--- config.mk ---
export PLATFORM = sky130hd
export DESIGN_NAME = alu_nibble_sequencer_flat
export DESIGN_NICKNAME = d
export VERILOG_FILES = /design/src/rtl/alu_nibble_sequencer_if.sv /design/src/rtl/alu_nibble_sequencer.sv /design/src/flat_wrapper.sv
export SDC_FILE = /design/constraint.sdc
export NUM_CORES = 1
export LEC_CHECK = 0
export ABC_AREA = 0
export CORE_MARGIN = 5
export CORE_UTILIZATION = 42
export DETAILED_ROUTE_END_ITERATION = 16
export GPL_ROUTABILITY_DRIVEN = 0
export HOLD_SLACK_MARGIN = 0.1
export PLACE_DENSITY_LB_ADDON = 0.08
export SLEW_MARGIN = 20
export SYNTH_ARGS = -nofsm -noshare
export SYNTH_HDL_FRONTEND = slang
export SYNTH_SLANG_ARGS = --single-unit
--- constraint.sdc ---
create_clock -name clk_i -period 1.3 [get_ports clk_i]
set_clock_uncertainty 0.05 [all_clocks]
set_input_delay 0.26 -clock clk_i [delete_from_list [all_inputs] [get_ports clk_i]]
set_output_delay 0.26 -clock clk_i [all_outputs]
set_load 0.05 [all_outputs]
--- src/rtl/alu_nibble_sequencer_if.sv ---
// Request/result bus between a requester and alu_nibble_sequencer.
// master: requester side (drives op_*, res_ready_i); slave: sequencer side.
// Signals: op_valid_i/op_ready_o handshake with op_s_i, op_m_i, op_carry_i,
// op_a_i, op_b_i payload; res_valid_o/res_ready_i handshake with res_f_o,
// res_carry_o payload. With ALU_SEQ_FLAGS_EN defined, res_zero_o and
// res_eq_o are added to the result payload.
interface alu_nibble_sequencer_if #(
  parameter int unsigned WIDTH = 16
) ();
  logic             op_valid_i;
  logic             op_ready_o;
  logic [3:0]       op_s_i;
  logic             op_m_i;
  logic             op_carry_i;
  logic [WIDTH-1:0] op_a_i;
  logic [WIDTH-1:0] op_b_i;
  logic             res_valid_o;
  logic             res_ready_i;
  logic [WIDTH-1:0] res_f_o;
  logic             res_carry_o;
`ifdef ALU_SEQ_FLAGS_EN
  logic             res_zero_o;
  logic             res_eq_o;
`endif

  modport master (
    output op_valid_i, op_s_i, op_m_i, op_carry_i, op_a_i, op_b_i, res_ready_i,
    input  op_ready_o, res_valid_o, res_f_o, res_carry_o
`ifdef ALU_SEQ_FLAGS_EN
    , input res_zero_o, res_eq_o
`endif
  );

  modport slave (
    input  op_valid_i, op_s_i, op_m_i, op_carry_i, op_a_i, op_b_i, res_ready_i,
    output op_ready_o, res_valid_o, res_f_o, res_carry_o
`ifdef ALU_SEQ_FLAGS_EN
    , output res_zero_o, res_eq_o
`endif
  );
endinterface

--- src/rtl/alu_nibble_sequencer.sv ---
// Runs WIDTH-bit operations on one external 4-bit 74181-style ALU, one nibble
// per cycle, LSB nibble first, rippling carry through a register.
// Ports:
//   clk_i, rst_ni       clock, synchronous active-low reset
//   bus (slave)         op request handshake/payload and result handshake/payload
//   alu_s_o/m_o/cn_o    function select, mode, carry in (active-high) to the ALU
//   alu_a_o/alu_b_o     operand nibbles to the ALU
//   alu_f_i/carry_i/eq_i  combinational ALU result, carry-plus-four, A=B output
// Optional feature macro: ALU_SEQ_FLAGS_EN adds res_zero_o/res_eq_o on the bus.
module alu_nibble_sequencer #(
  parameter int unsigned WIDTH = 16
) (
  input  logic                 clk_i,
  input  logic                 rst_ni,
  alu_nibble_sequencer_if.slave bus,
  output logic [3:0]           alu_s_o,
  output logic                 alu_m_o,
  output logic                 alu_cn_o,
  output logic [3:0]           alu_a_o,
  output logic [3:0]           alu_b_o,
  input  logic [3:0]           alu_f_i,
  input  logic                 alu_carry_i,
  input  logic                 alu_eq_i
);
  localparam int unsigned NIBBLES = WIDTH / 4;
  localparam int unsigned IDX_W   = (NIBBLES > 1) ? $clog2(NIBBLES) : 1;

  if (((WIDTH % 4) != 0) || (WIDTH < 8)) begin : g_width_check
    $error("alu_nibble_sequencer: WIDTH must be a multiple of 4 and >= 8");
  end

  typedef enum logic [1:0] {IDLE, RUN, DONE} state_t;

  state_t             state_q;
  logic [IDX_W-1:0]   idx_q;
  logic [WIDTH-1:0]   a_sh_q;
  logic [WIDTH-1:0]   b_sh_q;
  logic [3:0]         s_q;
  logic               m_q;
  logic               cn_q;
  logic               carry_in_q;
  logic [WIDTH-1:0]   res_f_q;
  logic               res_carry_q;
  logic               ready_q;
  logic               valid_q;
  logic [WIDTH-1:0]   res_next;
  logic               last_nibble;
`ifdef ALU_SEQ_FLAGS_EN
  logic               zero_q;
  logic               eq_q;
`else
  logic               unused_eq;
  assign unused_eq = alu_eq_i;
`endif

  // Result fills from the top so nibble 0 lands at the bottom after NIBBLES shifts.
  assign res_next    = {alu_f_i, res_f_q[WIDTH-1:4]};
  assign last_nibble = (idx_q == IDX_W'(NIBBLES - 1));

  // Sequencer FSM; operand shift registers present the current nibble at [3:0].
  always_ff @(posedge clk_i) begin
    if (!rst_ni) begin
      state_q     <= IDLE;
      idx_q       <= '0;
      a_sh_q      <= '0;
      b_sh_q      <= '0;
      s_q         <= 4'd0;
      m_q         <= 1'b1;
      cn_q        <= 1'b0;
      carry_in_q  <= 1'b0;
      res_f_q     <= '0;
      res_carry_q <= 1'b0;
      ready_q     <= 1'b1;
      valid_q     <= 1'b0;
`ifdef ALU_SEQ_FLAGS_EN
      zero_q      <= 1'b0;
      eq_q        <= 1'b0;
`endif
    end else begin
      case (state_q)
        IDLE: begin
          if (bus.op_valid_i) begin
            state_q    <= RUN;
            idx_q      <= '0;
            a_sh_q     <= bus.op_a_i;
            b_sh_q     <= bus.op_b_i;
            s_q        <= bus.op_s_i;
            m_q        <= bus.op_m_i;
            cn_q       <= bus.op_carry_i;
            carry_in_q <= bus.op_carry_i;
            ready_q    <= 1'b0;
`ifdef ALU_SEQ_FLAGS_EN
            eq_q       <= 1'b1;
`endif
          end
        end
        RUN: begin
          res_f_q <= res_next;
          a_sh_q  <= {4'd0, a_sh_q[WIDTH-1:4]};
          b_sh_q  <= {4'd0, b_sh_q[WIDTH-1:4]};
          // Logic mode re-applies the latched carry to every nibble.
          cn_q    <= m_q ? carry_in_q : alu_carry_i;
          idx_q   <= idx_q + IDX_W'(1);
`ifdef ALU_SEQ_FLAGS_EN
          eq_q    <= eq_q & alu_eq_i;
`endif
          if (last_nibble) begin
            state_q     <= DONE;
            idx_q       <= '0;
            valid_q     <= 1'b1;
            res_carry_q <= m_q ? 1'b0 : alu_carry_i;
            // Park the ALU controls at their idle values while not running.
            s_q         <= 4'd0;
            m_q         <= 1'b1;
            cn_q        <= 1'b0;
`ifdef ALU_SEQ_FLAGS_EN
            zero_q      <= (res_next == '0);
`endif
          end
        end
        DONE: begin
          if (bus.res_ready_i) begin
            state_q <= IDLE;
            valid_q <= 1'b0;
            ready_q <= 1'b1;
          end
        end
        default: begin
          state_q <= IDLE;
          ready_q <= 1'b1;
          valid_q <= 1'b0;
        end
      endcase
    end
  end

  assign bus.op_ready_o  = ready_q;
  assign bus.res_valid_o = valid_q;
  assign bus.res_f_o     = res_f_q;
  assign bus.res_carry_o = res_carry_q;
`ifdef ALU_SEQ_FLAGS_EN
  assign bus.res_zero_o  = zero_q;
  assign bus.res_eq_o    = eq_q;
`endif
  assign alu_s_o  = s_q;
  assign alu_m_o  = m_q;
  assign alu_cn_o = cn_q;
  assign alu_a_o  = a_sh_q[3:0];
  assign alu_b_o  = b_sh_q[3:0];
endmodule

--- src/flat_wrapper.sv ---
// flat-port wrapper written by rule: the top's interface ports become plain ports
module alu_nibble_sequencer_flat 
#(
  parameter int unsigned WIDTH = 16
)
  (clk_i, rst_ni, alu_s_o, alu_m_o, alu_cn_o, alu_a_o, alu_b_o, alu_f_i, alu_carry_i, alu_eq_i, bus_op_valid_i, bus_op_s_i, bus_op_m_i, bus_op_carry_i, bus_op_a_i, bus_op_b_i, bus_res_ready_i, bus_op_ready_o, bus_res_valid_o, bus_res_f_o, bus_res_carry_o);
  alu_nibble_sequencer_if #(.WIDTH(WIDTH)) bus_i ();
  input  logic clk_i;
  input  logic rst_ni;
  output logic [3:0] alu_s_o;
  output logic alu_m_o;
  output logic alu_cn_o;
  output logic [3:0] alu_a_o;
  output logic [3:0] alu_b_o;
  input  logic [3:0] alu_f_i;
  input  logic alu_carry_i;
  input  logic alu_eq_i;
  input wire logic [$bits(bus_i.op_valid_i)-1:0] bus_op_valid_i;
  input wire logic [$bits(bus_i.op_s_i)-1:0] bus_op_s_i;
  input wire logic [$bits(bus_i.op_m_i)-1:0] bus_op_m_i;
  input wire logic [$bits(bus_i.op_carry_i)-1:0] bus_op_carry_i;
  input wire logic [$bits(bus_i.op_a_i)-1:0] bus_op_a_i;
  input wire logic [$bits(bus_i.op_b_i)-1:0] bus_op_b_i;
  input wire logic [$bits(bus_i.res_ready_i)-1:0] bus_res_ready_i;
  output wire logic [$bits(bus_i.op_ready_o)-1:0] bus_op_ready_o;
  output wire logic [$bits(bus_i.res_valid_o)-1:0] bus_res_valid_o;
  output wire logic [$bits(bus_i.res_f_o)-1:0] bus_res_f_o;
  output wire logic [$bits(bus_i.res_carry_o)-1:0] bus_res_carry_o;
  assign bus_i.op_valid_i = bus_op_valid_i;
  assign bus_i.op_s_i = bus_op_s_i;
  assign bus_i.op_m_i = bus_op_m_i;
  assign bus_i.op_carry_i = bus_op_carry_i;
  assign bus_i.op_a_i = bus_op_a_i;
  assign bus_i.op_b_i = bus_op_b_i;
  assign bus_i.res_ready_i = bus_res_ready_i;
  assign bus_op_ready_o = bus_i.op_ready_o;
  assign bus_res_valid_o = bus_i.res_valid_o;
  assign bus_res_f_o = bus_i.res_f_o;
  assign bus_res_carry_o = bus_i.res_carry_o;
  alu_nibble_sequencer #(.WIDTH(WIDTH)) u_core (.clk_i(clk_i), .rst_ni(rst_ni), .bus(bus_i), .alu_s_o(alu_s_o), .alu_m_o(alu_m_o), .alu_cn_o(alu_cn_o), .alu_a_o(alu_a_o), .alu_b_o(alu_b_o), .alu_f_i(alu_f_i), .alu_carry_i(alu_carry_i), .alu_eq_i(alu_eq_i));
endmodule
==> flow_summary.json <==
{
  "status": "finished clean",
  "yosys.area.top_type_share_pct": 47.3,
  "path_clk_slew_ns": 0.07,
  "cp-end-kind": "register",
  "placed_cell_area_mm2": 0.00387,
  "min_from": "rst_ni",
  "critPathKind": "reg2reg",
  "fp.dieW_um": 89.0,
  "r2r-start": "u_core.state_q[1]",
  "tightest_slew_ns": 0.235,
  "cts_root_buffer": "clkbuf_8",
  "synth_nets": 359,
  "cts_hold_buf": 0,
  "clock_sinks": 62,
  "via_per_inst": 5.01,
  "reg2reg_depth": 4,
  "whs_endpoint": "u_core.bus.op_ready_o",
  "top_cells_by_area": "dfxtp_1 (47%), nand2_1 (9.7%), a21oi_1 (9.0%), a21boi_1 (6.0%), o21ai_0 (4.4%)",
  "antenna_found_initial": 0,
  "core-area_mm2": 0.00599,
  "synth.most_common_cell": "nand2_1",
  "warnings": 29,
  "hold_violations": 0,
  "synth_flops": 62,
  "maxSlewViolCount": 0,
  "fin_area_mm2": 0.00416,
  "period_used_pct": 98.9,
  "fp-row-count": 28,
  "ff_type": "dfxtp_1",
  "yosysWarnings": 0,
  "io_pins": 81,
  "initial_core_util_pct": 43.8,
  "grt_remaining_overflow": 0,
  "clockBufferDepth": 2,
  "r2r-end": "u_core.bus.res_carry_o",
  "antenna_cells": 0,
  "flop_area_mm2": 0.00125,
  "hpwlAfterDp_um": 4270,
  "grt_max_degree": 67,
  "min_path_type": "in2reg",
  "drive_above_1_share_pct": 22.9,
  "clk_latency_ns": 0.34,
  "area_growth_pct": 58.6,
  "holdPathStages": 3,
  "cts_tree": "built",
  "drt_first_iter_violations": 124,
  "ys_async_sr_fraction_pct": 0,
  "synth_cell_type_count": 30,
  "setup_violations": 0,
  "edf_count": 0,
  "syn_area_mm2": 0.00262,
  "fin_nets": 438,
  "dieHeight_um": 89.0,
  "first_pass_iters": 5,
  "cap_violations": 0,
  "irDropWorstVdd_mv": 0.729,
  "yosysCellCount": 309,
  "mi_logic_area_mm2": 0.00120,
  "synth_top_cell_by_area": "dfxtp_1",
  "slew_headroom_pct": 84.3,
  "rsz0062_at_grt": "true",
  "numCtsBuffers": 9,
  "syn_avg_cell_area_um2": 8.49,
  "yosys-top-cells-count": "nand2_1 (68), dfxtp_1 (62), a21oi_1 (47)",
  "netlist_instances": 309,
  "cellLeakagePower_nw": 1.65,
  "grt_pass1_wl_um": 10800,
  "nFillCells": 448,
  "timing.fmax_mhz": 778,
  "ys_seq_share_pct": 47.3,
  "postCtsSetupBuffers": 0,
  "required_ns": 1.53,
  "pwr_density_cell_mw_per_mm2": 1220,
  "period_needed_ns": 1.29,
  "cp_max_fo": 7,
  "die_area_mm2": 0.00793,
  "grt_pass1_vias": 2291,
  "htreeDepth": 3,
  "io_buffers": 79,
  "cp_data_arrival_time_ns": 1.51,
  "r2r_slack_ns": 0.01,
  "drc": 0,
  "postRouteAntennaNets": 0,
  "worstSetupStartpointType": "register",
  "yosysChipArea_mm2": 0.00262
}
## state kept, by name, indices dropped and copies added, names as in the netlist
signal	cells
u_core.idx_q	2
u_core.a_sh_q	16
u_core.alu_m_o	1
u_core.bus.res_valid_o	1
u_core.b_sh_q	16
u_core.alu_cn_o	1
u_core.bus.op_ready_o	1
u_core.state_q	2
u_core.bus.res_f_o	16
u_core.bus.res_carry_o	1
u_core.alu_s_o	4
u_core.carry_in_q	1
## kinds of logic (layout without fill, tap and decap cells)
group	count (synthesis)	count (layout)	synth area share (%)
simple gates	96	96	17.1
buf+inv	35	119	8.44
flops	62	62	47.3
mux	2	2	0.811
compound gates	112	112	25.4
fa+ha+maj	2	2	0.954
## power breakdown
group	switching [mW]	internal, mW
sequential	0.0941	2.01
combinational	0.465	0.512
clock	0.738	1.24
total	1.30	3.76
## worst max-delay path: stages, from the launching register on
cell      delay, ns
dfxtp_4        0.38
buf_4          0.15
nand3b_4       0.15
or3b_4         0.40
a21boi_2       0.11
## through the flow
step	worst slack [ns]	std cells	hold WS [ns]	TNS, ns	power, mW
floorplan	0.00383	309	0.344	0	2.64
global placement	-0.313	452	0.391	-11.19	3.10
detailed placement	-0.324	452	0.397	-10.89	3.11
CTS	0.00822	468	0.279	0	5.08
global route	-0.0505	468	0.296	-0.0637	5.26
finish	0.0140	468	0.281	0	5.06
## layout by cell type (no fill, tap or decap), types with 5 or more instances in the layout
cell type        count
clkbuf_8            12
a21boi_1            18
o21ai_1              8
o21ai_0             22
buf_12              39
clkdlybuf4s50_1     44
nand3_1              5
a21oi_1             47
a22oi_1              9
nor2b_1              9
buf_4               14
dfxtp_1             59
nand2_1             67
## layout make-up
type	count	area share [%]
multi-input cells	212	28.9
clock inverters	3	1.56
repair buffers	102	33.1
inverters	1	0.0902
flip-flops and latches	62	30.0
well taps	75	2.26
clock buffers	13	4.06
## worst max-delay path by stage
stage                           start                      to  slack [ns]
floorplan           u_core.state_q[1]         u_core.alu_cn_o       0.004
global placement       bus_op_valid_i         u_core.alu_cn_o       -0.31
detailed placement     bus_op_valid_i         u_core.alu_cn_o       -0.32
CTS                 u_core.state_q[1]  u_core.bus.res_carry_o       0.008
global route        u_core.state_q[1]  u_core.bus.res_carry_o       -0.05
finish              u_core.state_q[1]  u_core.bus.res_carry_o        0.01
## metal layers
| metal | wire, µm | global-route usage, % | vias up |
|---|---|---|---|
| li1 | - | - | 1197 |
| met1 | 2880 | 22.0 | 1072 |
| met2 | 3130 | 27.1 | 64 |
| met3 | 492 | 5.53 | 13 |
| met4 | 123 | 8.12 | 0 |
| met5 | 0 | 0 | - |
## repair_timing
action	4_1_cts	5_1_grt
gates resized	3	14
cloned	0	0
pin swaps	0	2
hold endpoints to repair	0	0
endpoints found under the setup margin	8	45
### Routing congestion map

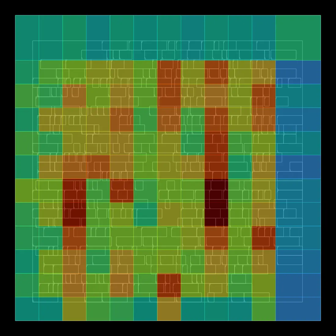
met2 Use GR: 27.1%
final core utilization: 69.4%
DR WL/cell: 14.1 µm
global-route track usage on met1: 22.0%

### The metal 1 layer

The bar under the picture is 20 µm long. Cells faint in the background.
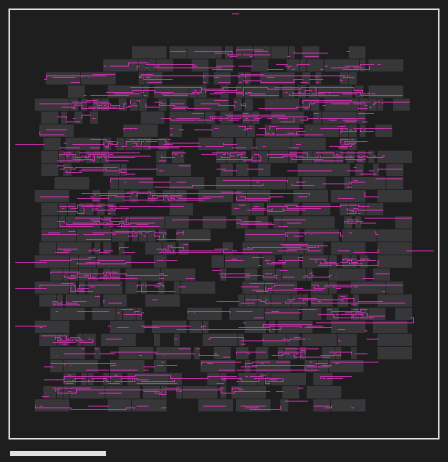
share of all routed wire: 43%
main direction: horizontal
total number of vias: 2346
final wirelength: 6620 µm

### Close-up of the layout

The bar under the picture is 5 µm long. Window x 57 to 77, y 57 to 77 µm. Cells in gray, sequential cells in the stronger gray; small squares are vias.
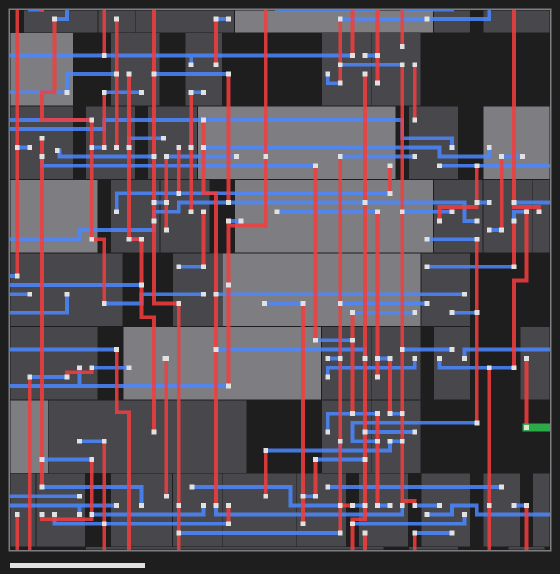
[M2] red
[M1] blue
[M3] green
cells with their middle in the window: 34
most frequent: a21oi_1 (13), o21ai_0 (7), dfxtp_1 (4)
sequential cells in the window: 4
netlist names of flops here include: `u_core.a_sh_q` (4)

### Routed metal per tile

18 x 18 tiles, from white (low) to dark blue (high), scaled to the fullest tile. Values are wire area over tile area, all layers added.
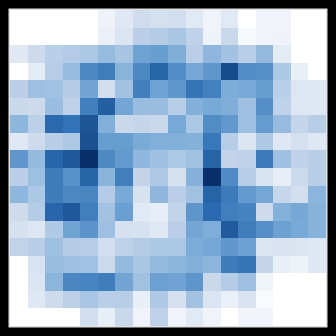
nearly empty tiles: 11%
fullest tile: 0.39
mean over tiles: 0.14
tiles over half the peak: 26%
densest ninth of the die: left middle
GR Util All Layers: 17.4%

No activity file was given, so power comes from the tool's default toggle rates.
